--- src/rtl/sd_cmd_engine.sv ---
// SD CMD-line engine: serializes a 48-bit command with CRC7, receives and checks
// the selected response, and optionally waits for DAT0 busy to be released.
module sd_cmd_engine #(
  parameter int RESP_TIMEOUT = 64,
  parameter int BUSY_TIMEOUT = 65535
) (
  input  logic         clk,
  input  logic         rst,
  input  logic         start,
  input  logic [5:0]   cmd_index,
  input  logic [31:0]  cmd_arg,
  input  logic [1:0]   resp_type,
  input  logic         idx_chk_en,
  input  logic         crc_chk_en,
  input  logic         data_present,
  input  logic         cmd_in,
  input  logic         dat0_in,
  output logic         cmd_out,
  output logic         cmd_oe,
  output logic         busy,
  output logic         done,
  output logic [119:0] resp,
  output logic         err_timeout,
  output logic         err_crc,
  output logic         err_index,
  output logic         err_end,
  output logic         data_start
);
  localparam int MaxTimeout = (BUSY_TIMEOUT > RESP_TIMEOUT) ? BUSY_TIMEOUT : RESP_TIMEOUT;
  localparam int TimerW = $clog2(MaxTimeout + 1);
  localparam logic [TimerW-1:0] respLast = TimerW'(RESP_TIMEOUT - 1);
  localparam logic [TimerW-1:0] busyLast = TimerW'(BUSY_TIMEOUT - 1);

  typedef enum logic [2:0] {IDLE, TX, WAIT, RX, BUSYW, DONE} stateType;

  function automatic logic [6:0] crcStep(input logic [6:0] crc, input logic b);
    logic fb;
    fb = b ^ crc[6];
    return {crc[5:0], 1'b0} ^ (fb ? 7'h09 : 7'h00);
  endfunction

  function automatic logic [6:0] crc40(input logic [39:0] d);
    logic [6:0] crc;
    crc = 7'd0;
    for (int i = 39; i >= 0; i--) crc = crcStep(crc, d[i]);
    return crc;
  endfunction

  function automatic logic [6:0] crc120(input logic [119:0] d);
    logic [6:0] crc;
    crc = 7'd0;
    for (int i = 119; i >= 0; i--) crc = crcStep(crc, d[i]);
    return crc;
  endfunction

  // Payload placement: R2 carries 120 bits, 48-bit responses carry 32.
  function automatic logic [119:0] respOf(input logic [135:0] f, input logic r2);
    return r2 ? f[127:8] : {88'd0, f[39:8]};
  endfunction

  stateType          state;
  logic [46:0]       txShift;
  logic [5:0]        txCnt;
  logic [135:0]      rxShift;
  logic [7:0]        rxCnt;
  logic [TimerW-1:0] timer;
  logic [5:0]        idxQ;
  logic [1:0]        typeQ;
  logic              idxChkQ, crcChkQ, dataQ;

  logic [39:0]  txHead;
  logic [47:0]  txFrame;
  logic [135:0] rxFull;
  logic         isR2, rxLast, crcBad, idxBad;
  logic         newErrCrc, newErrIdx, newErrEnd;

  assign txHead  = {2'b01, cmd_index, cmd_arg};
  assign txFrame = {txHead, crc40(txHead), 1'b1};

  // rxFull includes the bit being sampled this cycle, so checks resolve on the last bit.
  assign rxFull    = {rxShift[134:0], cmd_in};
  assign isR2      = (typeQ == 2'b01);
  assign rxLast    = isR2 ? (rxCnt == 8'd135) : (rxCnt == 8'd47);
  assign crcBad    = isR2 ? (crc120(rxFull[127:8]) != rxFull[7:1])
                          : (crc40(rxFull[47:8]) != rxFull[7:1]);
  assign idxBad    = !isR2 && (rxFull[45:40] != idxQ);
  assign newErrCrc = crcChkQ && crcBad;
  assign newErrIdx = idxChkQ && idxBad;
  assign newErrEnd = !rxFull[0];

  // NOTE: every output is a flop on the async reset, so rst releases cmd_oe mid-frame without waiting for clk.
  always_ff @(posedge clk or posedge rst) begin
    if (rst) begin
      state       <= IDLE;
      cmd_out     <= 1'b1;
      cmd_oe      <= 1'b0;
      busy        <= 1'b0;
      done        <= 1'b0;
      data_start  <= 1'b0;
      resp        <= '0;
      err_timeout <= 1'b0;
      err_crc     <= 1'b0;
      err_index   <= 1'b0;
      err_end     <= 1'b0;
      txShift     <= '0;
      txCnt       <= '0;
      rxShift     <= '0;
      rxCnt       <= '0;
      timer       <= '0;
      idxQ        <= '0;
      typeQ       <= '0;
      idxChkQ     <= 1'b0;
      crcChkQ     <= 1'b0;
      dataQ       <= 1'b0;
    end else begin
      done       <= 1'b0;
      data_start <= 1'b0;
      case (state)
        IDLE: if (start) begin
          idxQ        <= cmd_index;
          typeQ       <= resp_type;
          idxChkQ     <= idx_chk_en;
          crcChkQ     <= crc_chk_en;
          dataQ       <= data_present;
          cmd_out     <= txFrame[47];
          txShift     <= txFrame[46:0];
          txCnt       <= 6'd47;
          cmd_oe      <= 1'b1;
          busy        <= 1'b1;
          err_timeout <= 1'b0;
          err_crc     <= 1'b0;
          err_index   <= 1'b0;
          err_end     <= 1'b0;
          state       <= TX;
        end
        TX: if (txCnt == 6'd0) begin
          cmd_oe  <= 1'b0;
          cmd_out <= 1'b1;
          timer   <= '0;
          if (typeQ == 2'b00) begin
            done       <= 1'b1;
            data_start <= dataQ;
            state      <= DONE;
          end else begin
            state <= WAIT;
          end
        end else begin
          cmd_out <= txShift[46];
          txShift <= {txShift[45:0], 1'b0};
          txCnt   <= txCnt - 6'd1;
        end
        WAIT: if (!cmd_in) begin
          rxShift <= {rxShift[134:0], 1'b0};
          rxCnt   <= 8'd1;
          state   <= RX;
        end else if (timer == respLast) begin
          err_timeout <= 1'b1;
          done        <= 1'b1;
          state       <= DONE;
        end else begin
          timer <= timer + 1'b1;
        end
        RX: begin
          rxShift <= rxFull;
          rxCnt   <= rxCnt + 8'd1;
          if (rxLast) begin
            err_crc   <= newErrCrc;
            err_index <= newErrIdx;
            err_end   <= newErrEnd;
            timer     <= '0;
            if (typeQ == 2'b11) begin
              state <= BUSYW;
            end else begin
              resp       <= respOf(rxFull, isR2);
              done       <= 1'b1;
              data_start <= dataQ && !(newErrCrc || newErrIdx || newErrEnd);
              state      <= DONE;
            end
          end
        end
        BUSYW: if (dat0_in) begin
          resp       <= respOf(rxShift, 1'b0);
          done       <= 1'b1;
          data_start <= dataQ && !(err_crc || err_index || err_end);
          state      <= DONE;
        end else if (timer == busyLast) begin
          resp        <= respOf(rxShift, 1'b0);
          err_timeout <= 1'b1;
          done        <= 1'b1;
          state       <= DONE;
        end else begin
          timer <= timer + 1'b1;
        end
        DONE: begin
          busy  <= 1'b0;
          state <= IDLE;
        end
        default: state <= IDLE;
      endcase
    end
  end
endmodule

--- config.mk ---
export PLATFORM = sky130hd
export DESIGN_NAME = sd_cmd_engine
export DESIGN_NICKNAME = d
export VERILOG_FILES = /design/src/rtl/sd_cmd_engine.sv
export SDC_FILE = /design/constraint.sdc
export NUM_CORES = 1
export LEC_CHECK = 0
export CAP_MARGIN = 10
export CELL_PAD_IN_SITES_DETAIL_PLACEMENT = 1
export CELL_PAD_IN_SITES_GLOBAL_PLACEMENT = 1
export CORE_MARGIN = 4
export CORE_UTILIZATION = 49
export CTS_CLUSTER_DIAMETER = 60
export CTS_CLUSTER_SIZE = 12
export DETAILED_ROUTE_END_ITERATION = 10
export PLACE_DENSITY = 0.86
export SYNTH_ARGS = -nofsm -noshare
export SYNTH_HDL_FRONTEND = slang
export SYNTH_SLANG_ARGS = --single-unit
--- constraint.sdc ---
create_clock -name clk -period 20.7 [get_ports clk]
set_input_delay 4.14 -clock clk [delete_from_list [all_inputs] [get_ports clk]]
set_output_delay 4.14 -clock clk [all_outputs]
set_load 0.02 [all_outputs]
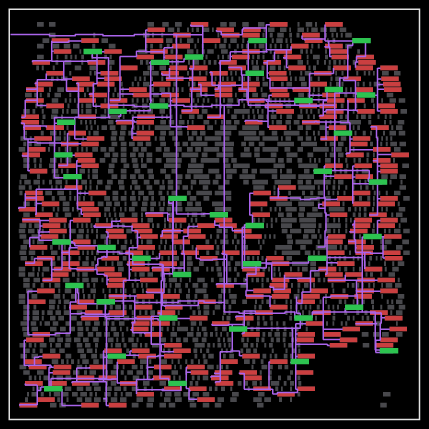
clk_routes.png
Drawn at 2 px/um.
Key: green = clock drivers [count 38]; red = flip-flops [count 347]; purple = clock wires [length 4,690 um]
There are 39 routed clock nets. Position of the flops: spread over the die.
Latency at later pin: 0.57 ns
final setup skew: 0.0331 ns

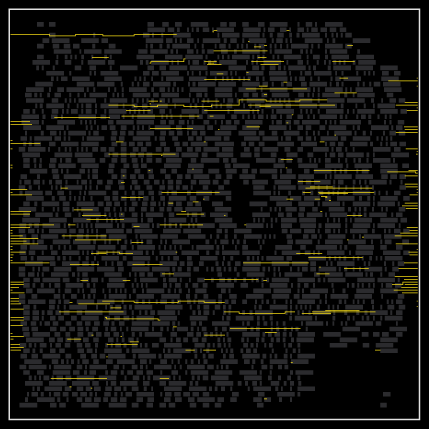
layer_met3.png
Drawn at 2 px/um. Cells faint in the background.
The longest straight run is 43.2 um. The wires run mostly horizontal.
met3 capacity usage during global routing: 0.0430
DRT Wirelength: 51.6 mm
routed vias: 14,400

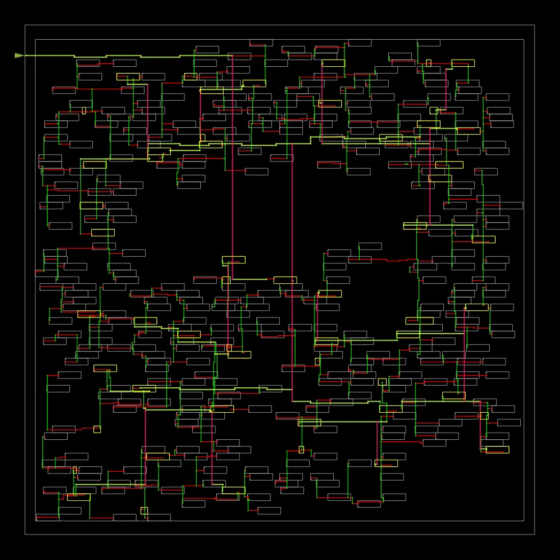
clocks.png
flip-flops: 347
CTS Buf Count: 38
Clock Sinks: 347
clock buf count: 41

## layout by cell type, fill, tap and decap left out, drive strengths merged, types with 3 or more instances in the layout
cell / synthesis / routed
nand2b: 4 / 4
and2: 5 / 5
nand2: 698 / 698
xnor2: 247 / 247
dfrtp: 346 / 346
ha: 4 / 4
xor2: 81 / 81
and3: 4 / 4
or2: 4 / 4
nor2: 44 / 44
clkinv: 0 / 8
a31oi: 7 / 7
nor4: 3 / 3
nand4: 8 / 8
nor3: 8 / 8
xor3: 8 / 8
o21ai: 124 / 124
xnor3: 45 / 45
mux2i: 72 / 72
a21o: 3 / 3
buf: 6 / 14
inv: 8 / 10
nand3: 107 / 107
clkdlybuf4s50: 1 / 176
clkbuf: 118 / 41
a21oi: 28 / 28
o31ai: 8 / 8
## cell usage after synthesis, drive strengths merged (2+ instances only)
| cell | instances |
|---|---|
| dfrtp | 346 |
| xnor2 | 247 |
| nor4b | 2 |
| mux2i | 72 |
| or2 | 4 |
| xnor3 | 45 |
| xor2 | 81 |
| a21o | 3 |
| o21ai | 124 |
| o22a | 2 |
| nor4 | 3 |
| inv | 8 |
| nor3 | 8 |
| and2b | 2 |
| nand4 | 8 |
| and3 | 4 |
| clkbuf | 118 |
| or3 | 2 |
| o311ai | 2 |
| nand2b | 4 |
| and2 | 5 |
| o211ai | 2 |
| xor3 | 8 |
| nand3 | 107 |
| buf | 6 |
| nand2 | 698 |
| and4 | 2 |
| o31ai | 8 |
| nor2 | 44 |
| a31oi | 7 |
| ha | 4 |
| a21oi | 28 |
==> ci_impl_report.md <==
### Flow metrics

| Metric | Value |
|---|---|
| Status | finished clean |
| Io pins | approximately 180 |
| Cell count after placement | 2,595 |
| Signal inverters | 8 |
| Yosys warns | 0 |
| DRC viols | 0 |
| Vias/cell | 5.44 |
| WP buf/inv | 1 |
| Adder Area Share | 0.00318 |
| CTS resizes | 0 |
| FFs w/ async S/R, synth | 1.00 |
| Cell count listed in synth_stat.txt | between 2,000 and 2,500 |
| Slowest cell delay on critical path | 0.65 ns |
| Simple Share, Synth | 0.193 |
| Reg-to-reg critical path startpoint | rxShift[121] |
| Clock Path Buffers | 3 |
| Bufs w/o clock | approximately 190 |
| DR WL/cell | 19.5 um |
| Final HPWL from detailed placement | 34.9 mm |
| Period Utilization, post-route | 0.329 |
| GR peak layer | met2 |
| Mapped Cells | 2,019 |
| Reg2Reg Capture Point | data_start |
| Main logic family after synthesis | XOR/XNOR gates |
| Crit end category | flip-flop |
| Fin. max-slew vios | 0 |
| Comb gates | 1,539 |
| Syn Nets | 2,071 |
| Finished Layout Cells | 2,650 |
| M2 GR Usage | 0.441 |
| PortBufs | 176 |
| Leading cell kind | logic gates |
| Layout area overhead | 16.8% |
| RSZ-0062 raised after global routing | no |
| Hold WS | roughly 0.46 ns |
| FF-to-FF path depth | 17 |
| Fillers | 4,262 |
| Nets@finish | roughly 2,200 |
| Top Metal Used | met4 |
| Site Rows | 71 |
| Largest regs | rxShift (127), resp (120), txShift (47) |
| ANT cells | 0 |
| CP endpoint | txShift[1] |
| Synth area leader | dfrtp_1 |
| Flip-flops with a built-in enable | 0 |
| Hold path depth | 2 |
| Pre-CTS setup slack | 13.29 ns |
